==> config.mk <==
export PLATFORM = sky130hd
export DESIGN_NAME = systolic_result_drain_flat
export DESIGN_NICKNAME = d
export VERILOG_FILES = /design/src/rtl/systolic_pkg.sv /design/src/rtl/systolic_result_drain_if.sv /design/src/rtl/drain_slot.sv /design/src/rtl/systolic_result_drain.sv /design/src/flat_wrapper.sv
export SDC_FILE = /design/constraint.sdc
export NUM_CORES = 1
export LEC_CHECK = 0
export CAP_MARGIN = 30
export CORE_UTILIZATION = 30
export DETAILED_ROUTE_END_ITERATION = 10
export HOLD_SLACK_MARGIN = 0.02
export SYNTH_ARGS = -nofsm -noshare
export SYNTH_HDL_FRONTEND = slang
export SYNTH_SLANG_ARGS = --single-unit
==> constraint.sdc <==
create_clock -name i_clock -period 4.6 [get_ports i_clock]
set_input_delay 0.46 -clock i_clock [delete_from_list [all_inputs] [get_ports i_clock]]
set_output_delay 0.46 -clock i_clock [all_outputs]
set_load 0.01 [all_outputs]
io_placement.png
Pins as bars across the die edge, other pins in gray.
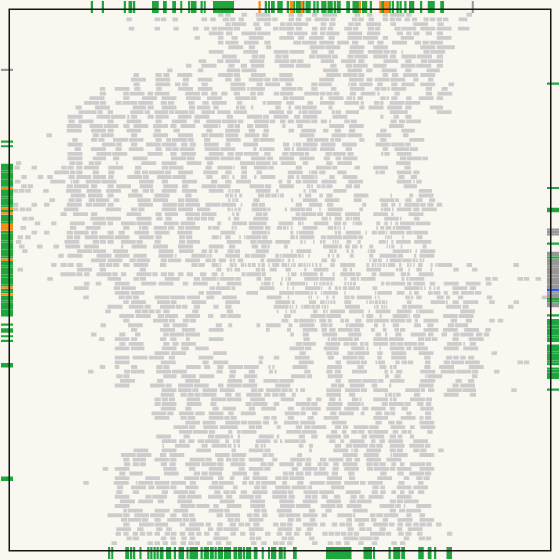
Key: orange = `o_stream_o_data` [pins 18, direction output, edge 9 west, 9 north]; blue = `o_stream_o_valid` [pins 1, direction output, edge east]; green = `i_c` [pins 288, direction input, edge 98 south, 88 north, 68 west, 34 east]
All pins by edge: 98 north, 98 south, 78 west, 58 east.
die width: 317.0 um
Die H: 317.0 um
PortBufs: 331

layer_met3.png
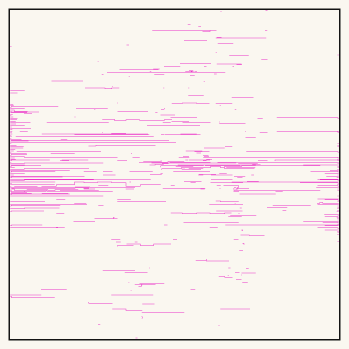
The layer carries 7730 um of wire. The wires run mostly horizontal. The longest straight run is 159 um. 243 nets have wire on it.
total wire length: 97360 um
Vias: 19110
met3 GRT Util: 6.737%

==> metrics.csv <==
stage;metric;value;unit
run_status;status;completed;
logic_synthesis;Async SR Flop Fraction;100.0;%
final_timing;fin crit period;3.708;ns
final_timing;Max transition margin;32.13;%
setup_path;Crit Path Max Fanout;18;
power_and_ir_drop;Peak VDD IR;0.5613;mV
setup_path;Cell Chain, Critical Path;ha_1, nand3_1, or3_1, nand2_1, nor2_1, a311oi_1, ha_1, buf_4, mux2_2;
setup_path;startpoint type of the worst setup path;register;
power_and_ir_drop;pwr/cell area;724.6;mW/mm^2
final_layout;fin area;0.03715;mm^2
final_layout;Nets;2697;
clock_network;clock tree from TritonCTS;yes;
detailed_routing;vias per cell;5.147;
grt;vias in the first global route;20450;
clock_network;CTS buffer count;74;
logic_synthesis;largest area contributor in the netlist;dfrtp_1;
placed_design;DP Wirelength;69410;um
final_timing;hold_ws;0.3938;ns
clock_network;Max clock buf depth;3;
clock_network;clk slew on worst S/H paths;0.06;ns
grt;largest net degree at the start of global routing;133;
power_and_ir_drop;LEAKAGE;15.30;nW
clock_network;post-CTS setup buffers;0;
min_path;Min-Delay Path Class;in2async;
final_timing;max-slew violation count;0;
logic_synthesis;Seq share, synth;54.65;%
setup_path;critical path class;reg2reg;
final_timing;Worst-Margin Slew;1.018;ns
final_layout;share of cells above drive strength 1;36.71;%
placed_design;placed instance area;0.03464;mm^2
logic_synthesis;mapped cell area;0.02976;mm^2
setup_path;Crit. path cell count;9;
logic_synthesis;Gate Count Post-Synth;2010;
detailed_routing;DR DRC count;0;
logic_synthesis;Cell area leaders;dfrtp_1 55%, mux2_2 22%, mux4_2 8.6%;
setup_path;worst path bufs/invs;1;
logic_synthesis;most used flip-flop cell;dfrtp_1;
logic_synthesis;Avg Synthesized Cell Area;14.81;um^2
floorplan;row cnt;115;
floorplan;die area;0.1005;mm^2
final_layout;fin util;37.81;%
logic_synthesis;yosys stat cell total;2010;
## layout by cell type (no fill, tap or decap), types with 10 or more instances in the layout
master             n
clkdlybuf4s50_1  330
inv_1             49
nand2_1           50
a31oi_1           10
a221oi_1          29
o21ai_0           58
mux2i_1          106
buf_4             62
clkbuf_8          15
o22ai_1           19
clkbuf_1          17
ha_1              33
a22oi_1           20
nand3_1           35
clkbuf_16         76
nor2_1            25
o32a_1            10
a21oi_1           26
diode_2           14
mux2_2           581
mux4_2           114
dfrtp_1          648
## cell type report
cell class	instances	area (um^2)	share of cell area [%]
antenna	14	35.03	0.09429
clock buffer	108	2172	5.846
clock inverter	22	294.0	0.7914
inverter	50	187.7	0.5051
multi-input combinational	1181	12670	34.10
sequential	650	16270	43.80
tap	1287	1610	4.334
timing repair buffer	400	3914	10.53
## logic make-up after synthesis
| group | share of synthesized area, % |
|---|---|
| xor+xnor | 0.2354 |
| compound gates | 4.549 |
| flops | 54.65 |
| mux | 34.17 |
| fa+ha+maj | 1.387 |
| simple gates | 2.115 |
| buf+inv | 2.888 |
## metal layers
metal,share of wire [%],vias up,GRT usage [%]
met5,0.32,-,0
met4,2.1,52,5.190
met3,7.9,148,6.737
met2,48,504,31.60
met1,41,10200,24.39
li1,-,8206,-
## power breakdown
group	switching, mW	total (mW)	leakage (nW)	internal (mW)
clock network	2.43	6.00	1.20	3.57
registers	1.66	10.2	7.72	8.51
logic	5.22	10.8	6.38	5.54
No activity file was given, so power comes from the tool's default toggle rates.
